Figure 1. Metal 1 (run 1).
(4 px per um)
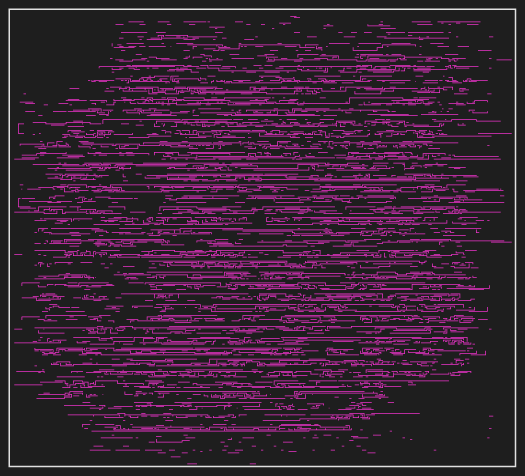
Figure 2. Congestion heat map (run 1).
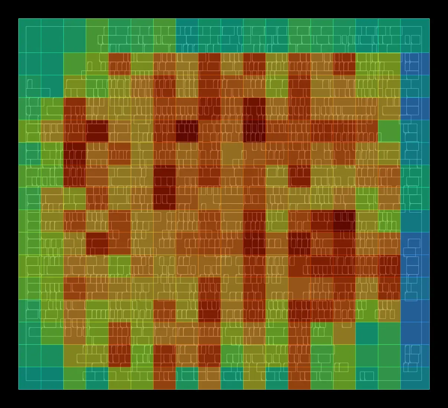
Figure 3. Cell sizes after repair (run 1).
(3 px per um)
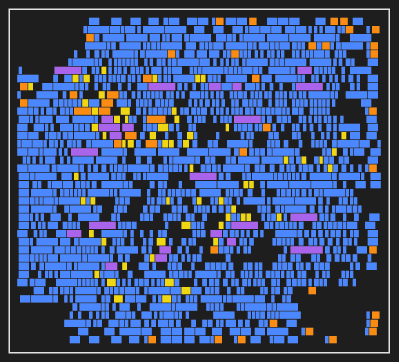
Figure 4. Placement by cell class (run 1).
(3 px per um)
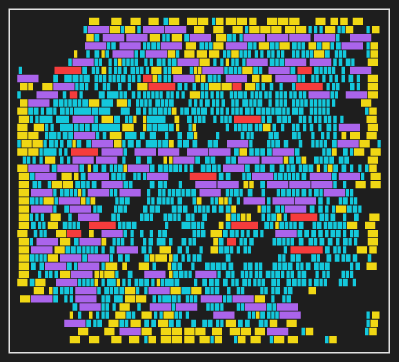
**config.mk**
```make
export PLATFORM = sky130hd
export DESIGN_NAME = load_store_unit
export DESIGN_NICKNAME = d
export VERILOG_FILES = /design/src/rtl/lsu_pkg.sv /design/src/rtl/lsu_lane.sv /design/src/rtl/load_store_unit.sv
export SDC_FILE = /design/constraint.sdc
export NUM_CORES = 1
export LEC_CHECK = 0
export ABC_AREA = 1
export CORE_ASPECT_RATIO = 0.9
export CORE_MARGIN = 2
export CORE_UTILIZATION = 53
export DETAILED_ROUTE_END_ITERATION = 10
export GPL_TIMING_DRIVEN = 0
export PLACE_DENSITY = 0.95
export SLEW_MARGIN = 20
export SYNTH_ARGS = -nofsm -noshare
export SYNTH_HDL_FRONTEND = slang
export SYNTH_SLANG_ARGS = --single-unit
```
**constraint.sdc**
```tcl
create_clock -name clk -period 4.17 [get_ports clk]
set_input_delay 0.417 -clock clk [delete_from_list [all_inputs] [get_ports clk]]
set_output_delay 0.417 -clock clk [all_outputs]
set_load 0.03 [all_outputs]
```
**src/rtl/lsu_pkg.sv**
```systemverilog
`default_nettype none
// ============================================================================
// Module : lsu_pkg
// Desc   : Shared funct3 encodings, LSU state type and access-check helpers.
// Rev    : 1.0  initial release
// ============================================================================
package lsu_pkg;

  localparam logic [2:0] F3_B  = 3'b000;
  localparam logic [2:0] F3_H  = 3'b001;
  localparam logic [2:0] F3_W  = 3'b010;
  localparam logic [2:0] F3_BU = 3'b100;
  localparam logic [2:0] F3_HU = 3'b101;

  typedef enum logic [1:0] {
    IDLE     = 2'd0,
    ACCESS   = 2'd1,
    MERGE_WR = 2'd2,
    RESP     = 2'd3
  } lsu_state_t;

  function automatic logic is_misaligned(input logic [2:0] funct3, input logic [1:0] addr_lo);
    logic mis;
    case (funct3)
      F3_H, F3_HU: mis = addr_lo[0];
      F3_W:        mis = (addr_lo != 2'b00);
      default:     mis = 1'b0;
    endcase
    return mis;
  endfunction

  // Unsigned widths only exist for loads; the remaining encodings are unused.
  function automatic logic is_illegal(input logic we, input logic [2:0] funct3);
    logic ill;
    case (funct3)
      F3_B, F3_H, F3_W: ill = 1'b0;
      F3_BU, F3_HU:     ill = we;
      default:          ill = 1'b1;
    endcase
    return ill;
  endfunction

endpackage
`default_nettype wire

```
**src/rtl/lsu_lane.sv**
```systemverilog
`default_nettype none
// ============================================================================
// Module : lsu_lane
// Desc   : Byte/half lane extraction with sign/zero extension, and sub-word
//          store merge into a previously read word (little-endian lanes).
// Rev    : 1.0  initial release
// ============================================================================
module lsu_lane
  import lsu_pkg::*;
#(
  parameter int XLEN = 32
) (
  input  logic [XLEN-1:0] ld_word,
  input  logic [XLEN-1:0] mg_word,
  input  logic [1:0]      off,
  input  logic [15:0]     st_data,
  input  logic [2:0]      funct3,
  output logic [XLEN-1:0] ld_data,
  output logic [XLEN-1:0] mg_data
);

  logic [7:0]  w_byte;
  logic [15:0] w_half;

  always_comb begin
    case (off)
      2'd0:    w_byte = ld_word[7:0];
      2'd1:    w_byte = ld_word[15:8];
      2'd2:    w_byte = ld_word[23:16];
      default: w_byte = ld_word[31:24];
    endcase
    w_half = off[1] ? ld_word[31:16] : ld_word[15:0];

    case (funct3)
      F3_B:    ld_data = {{(XLEN-8){w_byte[7]}}, w_byte};
      F3_BU:   ld_data = {{(XLEN-8){1'b0}}, w_byte};
      F3_H:    ld_data = {{(XLEN-16){w_half[15]}}, w_half};
      F3_HU:   ld_data = {{(XLEN-16){1'b0}}, w_half};
      F3_W:    ld_data = ld_word;
      default: ld_data = '0;
    endcase
  end

  always_comb begin
    mg_data = mg_word;
    if (funct3 == F3_B) begin
      case (off)
        2'd0:    mg_data[7:0]   = st_data[7:0];
        2'd1:    mg_data[15:8]  = st_data[7:0];
        2'd2:    mg_data[23:16] = st_data[7:0];
        default: mg_data[31:24] = st_data[7:0];
      endcase
    end else if (funct3 == F3_H) begin
      if (off[1]) mg_data[31:16] = st_data;
      else        mg_data[15:0]  = st_data;
    end
  end

endmodule
`default_nettype wire

```
**src/rtl/load_store_unit.sv**
```systemverilog
`default_nettype none
// ============================================================================
// Module : load_store_unit
// Desc   : Data-memory initiator; sub-word stores are read-modify-write.
//          Optional LSU_STATS_EN adds ld_cnt/st_cnt/err_cnt completion counters.
// Rev    : 1.0  initial release
// ============================================================================
module load_store_unit
  import lsu_pkg::*;
#(
  parameter int MEM_AW = 6,
  parameter int XLEN   = 32
) (
  input  logic            clk,
  input  logic            rst,
  input  logic            req,
  input  logic            we,
  input  logic [2:0]      funct3,
  input  logic [XLEN-1:0] addr,
  input  logic [XLEN-1:0] wdata,
  output logic            ready,
  output logic            done,
  output logic [XLEN-1:0] rdata,
  output logic            err,
  output logic            mem_we,
  output logic [XLEN-1:0] mem_addr,
  output logic [XLEN-1:0] mem_wdata,
  input  logic [XLEN-1:0] mem_rdata
`ifdef LSU_STATS_EN
  ,
  output logic [31:0]     ld_cnt,
  output logic [31:0]     st_cnt,
  output logic [31:0]     err_cnt
`endif
);

  lsu_state_t      r_state, w_state_nxt;
  logic            r_we, r_err;
  logic [2:0]      r_funct3;
  logic [XLEN-1:0] r_addr, r_wdata, r_merge, r_rdata;
  logic [XLEN-1:0] w_ld_data, w_mg_data, w_word_addr;
  logic            w_bad;

  assign w_bad       = is_misaligned(funct3, addr[1:0]) | is_illegal(we, funct3);
  assign w_word_addr = {{(XLEN-MEM_AW){1'b0}}, r_addr[MEM_AW+1:2]};
  assign rdata       = r_rdata;

  lsu_lane #(.XLEN(XLEN)) u_lane (
    .ld_word (mem_rdata),
    .mg_word (r_merge),
    .off     (r_addr[1:0]),
    .st_data (r_wdata[15:0]),
    .funct3  (r_funct3),
    .ld_data (w_ld_data),
    .mg_data (w_mg_data)
  );

  always_ff @(posedge clk) begin
    if (rst) r_state <= IDLE;
    else     r_state <= w_state_nxt;
  end

  // Write strobes are masked by rst so an abort never lands a partial write.
  always_comb begin
    w_state_nxt = r_state;
    ready       = 1'b0;
    done        = 1'b0;
    err         = 1'b0;
    mem_we      = 1'b0;
    mem_addr    = '0;
    mem_wdata   = '0;
    case (r_state)
      IDLE: begin
        ready = 1'b1;
        if (req) w_state_nxt = w_bad ? RESP : ACCESS;
      end
      ACCESS: begin
        mem_addr = w_word_addr;
        if (!r_we) begin
          w_state_nxt = RESP;
        end else if (r_funct3 == F3_W) begin
          mem_we      = ~rst;
          mem_wdata   = rst ? '0 : r_wdata;
          w_state_nxt = RESP;
        end else begin
          w_state_nxt = MERGE_WR;
        end
      end
      MERGE_WR: begin
        mem_addr    = w_word_addr;
        mem_we      = ~rst;
        mem_wdata   = rst ? '0 : w_mg_data;
        w_state_nxt = RESP;
      end
      RESP: begin
        done        = 1'b1;
        err         = r_err;
        w_state_nxt = IDLE;
      end
      default: w_state_nxt = IDLE;
    endcase
  end

  always_ff @(posedge clk) begin
    if (rst) begin
      r_we     <= 1'b0;
      r_err    <= 1'b0;
      r_funct3 <= '0;
      r_addr   <= '0;
      r_wdata  <= '0;
      r_merge  <= '0;
      r_rdata  <= '0;
    end else begin
      case (r_state)
        IDLE: begin
          if (req) begin
            r_we     <= we;
            r_funct3 <= funct3;
            r_addr   <= addr;
            r_wdata  <= wdata;
            r_err    <= w_bad;
            if (w_bad) r_rdata <= '0;
          end
        end
        ACCESS: begin
          if (!r_we)                  r_rdata <= w_ld_data;
          else if (r_funct3 != F3_W)  r_merge <= mem_rdata;
        end
        default: ;
      endcase
    end
  end

`ifdef LSU_STATS_EN
  always_ff @(posedge clk) begin
    if (rst) begin
      ld_cnt  <= '0;
      st_cnt  <= '0;
      err_cnt <= '0;
    end else if (done) begin
      if (r_err)     err_cnt <= err_cnt + 32'd1;
      else if (r_we) st_cnt  <= st_cnt + 32'd1;
      else           ld_cnt  <= ld_cnt + 32'd1;
    end
  end
`endif

endmodule
`default_nettype wire

```
==> summary.txt, run 1 <==
combinational power share -> 0.547
CTS Buffer Depth -> 2
initial antenna violation count -> 0
Root Buffer Master -> clkbuf_16
Max Used Layer -> met4
crit path DAT -> 2.98 ns
drt pass-1 iters -> 8
number of cells in Yosys stat -> 1,192
diode count -> 0
Slew @ Worst Pin -> 0.621 ns
layout cells sized above 1 -> 0.0903
Pwr Total -> 5.25 mW
vias in the first global route -> 7,782
fin crit share -> 0.814
MUX area fraction -> 0
routed length on met3 -> 2.85 mm
RSZ-0062 raised after global routing -> no
post-route minimum period -> 3.39 ns
clk slew on worst S/H paths -> 0.07 ns
dpl cells -> 1,536
Post-route DRC -> 0
aoi share -> 0.205
worst hold path depth -> 2
Top non-seq family -> simple AND/OR/NAND/NOR gates
routability cong. -> 0.991
chip area in the Yosys report -> 7120 um2
sequential share of power -> 0.274
FF-to-FF setup slack -> 2.05 ns
Placed Area -> 8940 um2
Pwr Density -> 568 nW/um2
final net count -> 1,486
R2R depth -> 10
H-tree levels -> 3
internal power -> 2.72 mW
Min-Delay Path Class -> input port to flip-flop
DP Worst Slack -> 1.22 ns
Simple-Gate Area Share -> 0.335
Gates resized, CTS repair -> 0
tool warnings -> 53
remaining antenna violation count -> 0
status -> finished clean
DR WL/cell -> 15.6 um
Max Slew Vio Count -> 0
MaxCap Viol Count -> 0
hold path start -> rst
Die Size -> 14,400 um2
1st-iter DRT viols -> 1,143
Met1 Wirelength -> 9.76 mm
Clock Sinks -> 111
first-pass GRT wire length -> 38.3 mm
CTS Hold Buffers Added -> 0
yosys adder share -> 0.00703
grt total ovfl -> 0
Final Hold Fails -> 0
dpl hpwl -> 18.5 mm
Final Skew -> 0.00944 ns
die height -> 114 um
Setup Fix Bufs, Post-CTS -> 0
Slew HR -> 0.586
Clock power frac -> 0.179
Worst setup SP type -> flip-flop
Synthesized registers -> 111
port buffer count -> 151
hold worst-path end -> r_state[1]$_SDFFE_PP0N_
die width -> 126 um
DR WL met2 -> 10.9 mm
-- Figure 1 (at the start) --
The wires run mostly horizontal. 1,324 nets have wire on it. The layer carries 9,760 um of wire.
met1 usage: 0.440
vias: 8,500

-- Figure 2 (at the start) --
most used routing layer: met2
final core utilization: 0.700
routing usage on met3: 0.0727
GR Util All Layers: 0.331

-- Figure 3 (at the start) --
Orange shows drive 3 to 4, cells 42, share 3.0%. Blue shows drive 1 or less, cells 1,259, share 91%. Purple shows drive 6 and up, cells 23, share 1.7%. Yellow shows drive 2, cells 60, share 4.3%.
Non-clock buffers: 257
Design Area, Final: 9250 um2
area delta synth->final: 29.9%
Worst Slack Setup Final: 0.778 ns

-- Figure 4 (at the start) --
Yellow shows other buffers and delay cells, cells 257, share of their area 24%. Purple shows flops, cells 111, share of their area 25%. Red shows clock drivers and dummy loads, cells 16, share of their area 3.5%. Cyan shows all other logic, cells 1,000, share of their area 48%.
FP Rows: 40
Seq area share: 0.240

## run 1: Yosys cell counts
master	instances	area, um2
nand2_1	406	1520
clkbuf_2	3	15.0
nor2_2	5	31.3
buf_2	29	145
buf_4	33	248
buf_6	8	90.1
nand3_2	1	10.0
dfxtp_1	111	2220
o21ai_0	125	626
a21oi_2	7	61.3
o21ai_1	13	65.1
nand2_2	7	43.8
nor2_8	1	20.0
nand3_1	50	250
o21ai_2	1	8.76
nand2_4	2	22.5
inv_1	92	345
ha_1	4	50.1
a21boi_0	1	7.51
clkbuf_1	32	120
o22ai_1	1	6.26
nand4_1	4	25.0
a21o_1	1	7.51
nor2_1	104	390
a21oi_1	136	681
nor2_4	3	33.8
conb_1	1	3.75
inv_2	7	26.3
nor3_4	1	16.3
clkinv_1	1	3.75
buf_1	1	3.75
nand3_4	1	17.5
## run 1: how the worst max path moves through the flow
stage / startpoint / endpoint / slack (ns) / depth (start not counted)
finish: r_state[0]$_SDFFE_PP0N_ / mem_wdata[2] / 0.78 / 6
detailed placement: r_state[0]$_SDFFE_PP0N_ / mem_wdata[11] / 1.22 / 6
CTS: r_state[0]$_SDFFE_PP0N_ / mem_wdata[11] / 0.85 / 6
global route: r_state[0]$_SDFFE_PP0N_ / mem_wdata[2] / 0.68 / 6
global placement: r_state[0]$_SDFFE_PP0N_ / mem_wdata[2] / 1.27 / 6
floorplan: r_state[0]$_SDFFE_PP0N_ / mem_wdata[12] / 2.02 / 5
## run 1: cell usage in the layout, fill, tap and decap left out, types with 2 or more instances in the layout
master	n
nand2_1	406
clkdlybuf4s50_1	151
a21oi_1	136
o21ai_0	125
dfxtp_1	111
nor2_1	104
inv_1	92
nand3_1	50
buf_4	33
clkbuf_1	32
buf_2	29
conb_1	26
o21ai_1	13
clkbuf_16	9
buf_6	8
inv_2	7
nand2_2	7
a21oi_2	7
nor2_2	5
nand4_1	4
ha_1	4
nor2_4	3
clkbuf_2	3
nand2_4	2
clkbuf_8	2
inv_6	2
## run 1: area by class of cell
class / instances / area (um2)
well taps: 168 / 210
repair buffers: 151 / 1510
clock buffers: 11 / 253
inverters: 100 / 375
plain buffers: 106 / 622
multi-input cells: 900 / 4000
fillers: 1134 / 3960
flip-flops and latches: 111 / 2220
clock inverters: 5 / 63.8
## run 1: kinds of logic after synthesis
logic type	Yosys count
AOI/OAI and AO/OA	285
adders and majority gates	4
other	1
buffers and inverters	206
DFF	111
and+or+nand+nor	585
## run 1: power groups by stage
stage	Clock [mW]	Sequential, mW	Combinational (mW)
floorplan	0	1.49	1.92
CTS	0.936	1.43	2.80
finish	0.942	1.44	2.87
global route	0.974	1.46	3.15
global placement	0	1.45	2.72
detailed placement	0	1.46	2.78
## run 1: metal layers
layer,vias to the layer above,global-route usage
met3,73,0.0727
met5,-,0
met2,532,0.538
met4,0,0.111
li1,4099,-
met1,3796,0.440
## run 1: worst max-delay path, stage by stage (launching register included)
cell,delay (ns)
dfxtp_1,0.40
inv_1,0.11
ha_1,0.43
clkinv_1,0.32
clkbuf_1,0.38
a21oi_1,0.26
clkdlybuf4s50_1,0.71
==> run 1 -> run 2 <==
--- a/config.mk
+++ b/config.mk
@@ -8,10 +8,10 @@
 export ABC_AREA = 1
 export CORE_ASPECT_RATIO = 0.9
 export CORE_MARGIN = 2
-export CORE_UTILIZATION = 53
+export CORE_UTILIZATION = 49
 export DETAILED_ROUTE_END_ITERATION = 10
 export GPL_TIMING_DRIVEN = 0
-export PLACE_DENSITY = 0.95
+export PLACE_DENSITY = 0.92
 export SLEW_MARGIN = 20
 export SYNTH_ARGS = -nofsm -noshare
 export SYNTH_HDL_FRONTEND = slang
==> constraint.sdc (replaced) <==
create_clock -name clk -period 3.34 [get_ports clk]
set_input_delay 0.334 -clock clk [delete_from_list [all_inputs] [get_ports clk]]
set_output_delay 0.334 -clock clk [all_outputs]
set_load 0.03 [all_outputs]
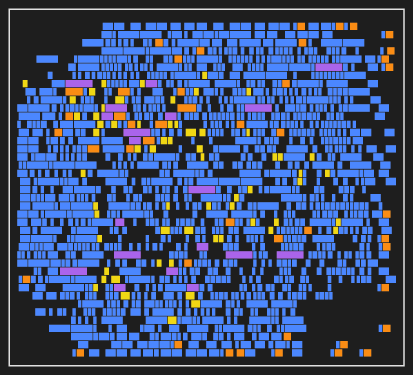
Figure 5: run 2, cell sizes after repair.
(3 px per um)
Purple shows drive 6 and up, cells 19, share 1.4%. Orange shows drive 3 to 4, cells 45, share 3.3%. Blue shows drive 1 or less, cells 1,258, share 91%. Yellow shows drive 2, cells 62, share 4.5%.
Design Area, Final: 9250 um2
area delta synth->final: 29.9%
Worst Slack Setup Final: 0.0944 ns

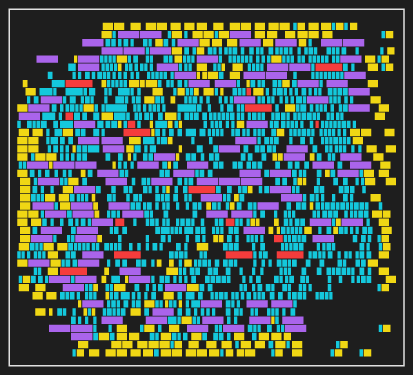
Figure 6: run 2, placement by cell class.
(3 px per um)
Cyan shows all other logic, cells 1,000, share of their area 49%. Purple shows flops, cells 111, share of their area 25%. Yellow shows other buffers and delay cells, cells 257, share of their area 24%. Red shows clock drivers and dummy loads, cells 16, share of their area 3.1%.
FP Rows: 41
final core utilization: 0.656
Core Area: 14,100 um2

==> run 2 against run 1 <==
Net effect:
- die size increased by 7.9%
- critical path type unchanged
- sequential share of layout area about the same
- hold slack got worse by 0.085 ns
- wire length decreased by 0.20%
- critical path depth unchanged
- register-to-register slack worse by 0.84 ns
- design area hardly changed
- cell count is 1.6% higher
==> summary.txt, run 2 <==
Setup crit end -> mem_wdata[9]
status -> finished clean
die width -> 131 um
Gates resized, CTS repair -> 0
post-route minimum period -> 3.25 ns
die height -> 118 um
grt total ovfl -> 0
final setup violation count -> 0
Leak Pwr -> 4.11 nW
cell type with the largest total area -> dfxtp_1
1st-iter DRT viols -> 1,012
Setup Fix Bufs, Post-CTS -> 0
tool warnings -> 54
Num CTS Buffers -> 9
top cells by area, synth -> dfxtp_1, nand2_1, a21oi_1
number of cells in Yosys stat -> 1,192
diode count -> 0
cell area after synthesis -> 7120 um2
Post-Syn Area per Cell -> 5.97 um2
final net count -> 1,486
Root Buffer Master -> clkbuf_16
Max IR drop VDD -> 0.616 mV
Post-synth top flop -> dfxtp_1
Slew @ Worst Pin -> 0.663 ns
MaxCap Viol Count -> 0
Max Slew Vio Count -> 0
count of cell types in the netlist -> 32
dpl hpwl -> 18.7 mm
remaining antenna violation count -> 0
FF-to-FF setup slack -> 1.21 ns
reg2reg start -> r_state[0]$_SDFFE_PP0N_
Pwr Total -> 6.43 mW
Final Skew -> 0.00536 ns
Clock Sinks -> 111
R2R depth -> 10
DR WL/cell -> 15.3 um
Die Size -> 15,500 um2
Hold WS -> 0.311 ns
vias in the first global route -> 7,748
Worst setup SP type -> flip-flop
Late-Pin Clk Latency -> 0.37 ns
layout cells sized above 1 -> 0.0910
RSZ-0062 raised after global routing -> no
fin crit share -> 0.972
endpoint class of the critical path -> output port
Critical Path RT -> 3.01 ns
GR Util All Layers -> 0.312
clk slew on worst S/H paths -> 0.08 ns
Post-synth EDFFs -> 0
most frequent logic cell in the layout -> nand2_1
Crit. Startpoint -> r_state[0]$_SDFFE_PP0N_
Pwr Density -> 695 nW/um2
critical path class -> flip-flop to output port
FP Util -> 0.505
IO Count -> 203
first-pass GRT wire length -> 38.5 mm
initial antenna violation count -> 0
Worst R2R End -> rdata[26]$_SDFFE_PP0P_
chip area in the Yosys report -> 7120 um2
drt pass-1 iters -> 5
routability cong. -> 0.969
Post-synth ARST share -> 0
Max Fclk -> 0.308 GHz
top cells by count, synth -> nand2_1, a21oi_1, o21ai_0, dfxtp_1, nor2_1
port buffer count -> 151
Seq/Total Area, Yosys -> 0.312
share of the synthesized area in the top cell type -> 0.312
Synth Instances -> 1,192
Post-route DRC -> 0
DR vias/cell -> 5.34
Min-Delay Path Class -> input port to flip-flop
Synthesized registers -> 111
largest net degree at the start of global routing -> 19
H-tree levels -> 3
Top cells excl fill/tap -> nand2_1, clkdlybuf4s50_1, a21oi_1
setup TNS -> 0 ns
yosys synthesis warning count -> 0
CTS Hold Buffers Added -> 0
Final Non-Filler Cells -> 1,577
total routed wirelength -> 24.2 mm
vias -> 8,414
Max FO, Critical Path -> 10
crit path DAT -> 2.91 ns
Slew HR -> 0.558
Yosys top cell by instances -> nand2_1
Final Hold Fails -> 0
dpl cells -> 1,561
CTS Buffer Depth -> 2
CTS tree -> yes
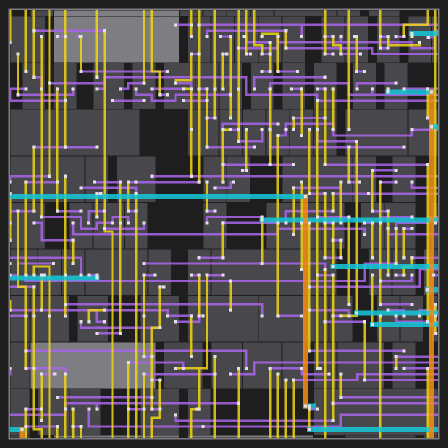
Figure 7: run 2, close-up of the layout.
Window x 20 to 45, y 76 to 101 um. Cells in gray, sequential cells in the stronger gray; small squares are vias.
Purple shows met1. Cyan shows met3. Yellow shows met2. Orange shows met4.
Most frequent: nand2_1 (26), inv_1 (12). Sequential cells in the window: 2. 80 logic cells have their middle in the window. Netlist names of flops here include `r_funct3` (1), `rdata` (1).

-- run 2: cell counts after synthesis --
No cell type changed its count.
-- run 2: report_power, final --
| group | switching (mW) | internal [mW] |
|---|---|---|
| logic | 2.42 | 1.18 |
| registers | 0.191 | 1.60 |
| clock network | 0.535 | 0.511 |
| total | 3.14 | 3.29 |
-- run 2: cell type report --
class | count | area [um2]
Fill cell | 1317 | 4860
Multi-Input combinational cell | 900 | 4000
Sequential cell | 111 | 2220
Timing Repair Buffer | 151 | 1510
Buffer | 106 | 623
Inverter | 100 | 379
Tap cell | 193 | 241
Clock buffer | 10 | 229
Clock inverter | 6 | 46.3
-- run 2: how the worst min path moves through the flow --
stage / from / end / depth (start not counted)
after floorplan: r_err$_SDFFE_PP0P_ / r_err$_SDFFE_PP0P_ / 2
after global placement: rdata[22]$_SDFFE_PP0P_ / rdata[22]$_SDFFE_PP0P_ / 2
after detailed placement: rdata[25]$_SDFFE_PP0P_ / rdata[25]$_SDFFE_PP0P_ / 2
after CTS: rst / rdata[1]$_SDFFE_PP0P_ / 2
after global routing: rst / rdata[1]$_SDFFE_PP0P_ / 2
final: rst / rdata[1]$_SDFFE_PP0P_ / 2
-- run 2: kinds of logic after synthesis --
kind of cell	synth area share
AND-OR/OR-AND	0.205
adder cells (fa/ha/maj)	0.00703
buffers and inverters	0.140
flip-flops	0.312
other	0.000527
AND/OR/NAND/NOR	0.335
-- run 2: through the flow --
step	setup slack [ns]	area [um2]
floorplan	1.27	7210
global placement	0.449	8970
detailed placement	0.398	8970
CTS	0.00962	9240
global route	0.0111	9250
finish	0.0944	9250
-- run 2: critical path, cell delays in order, from the launching register on --
cell and delay (ns):
dfxtp_1 0.40, inv_1 0.11, ha_1 0.49, clkinvlp_4 0.30, clkbuf_2 0.30, a21oi_1 0.24, clkdlybuf4s50_1 0.71
-- run 2: routing by layer --
layer,GRT usage,wire (um)
met5,0,0
met1,0.420,9800
met2,0.472,10600
met3,0.0842,3000
met4,0.123,778
Power is estimated from default activity; no workload was simulated.
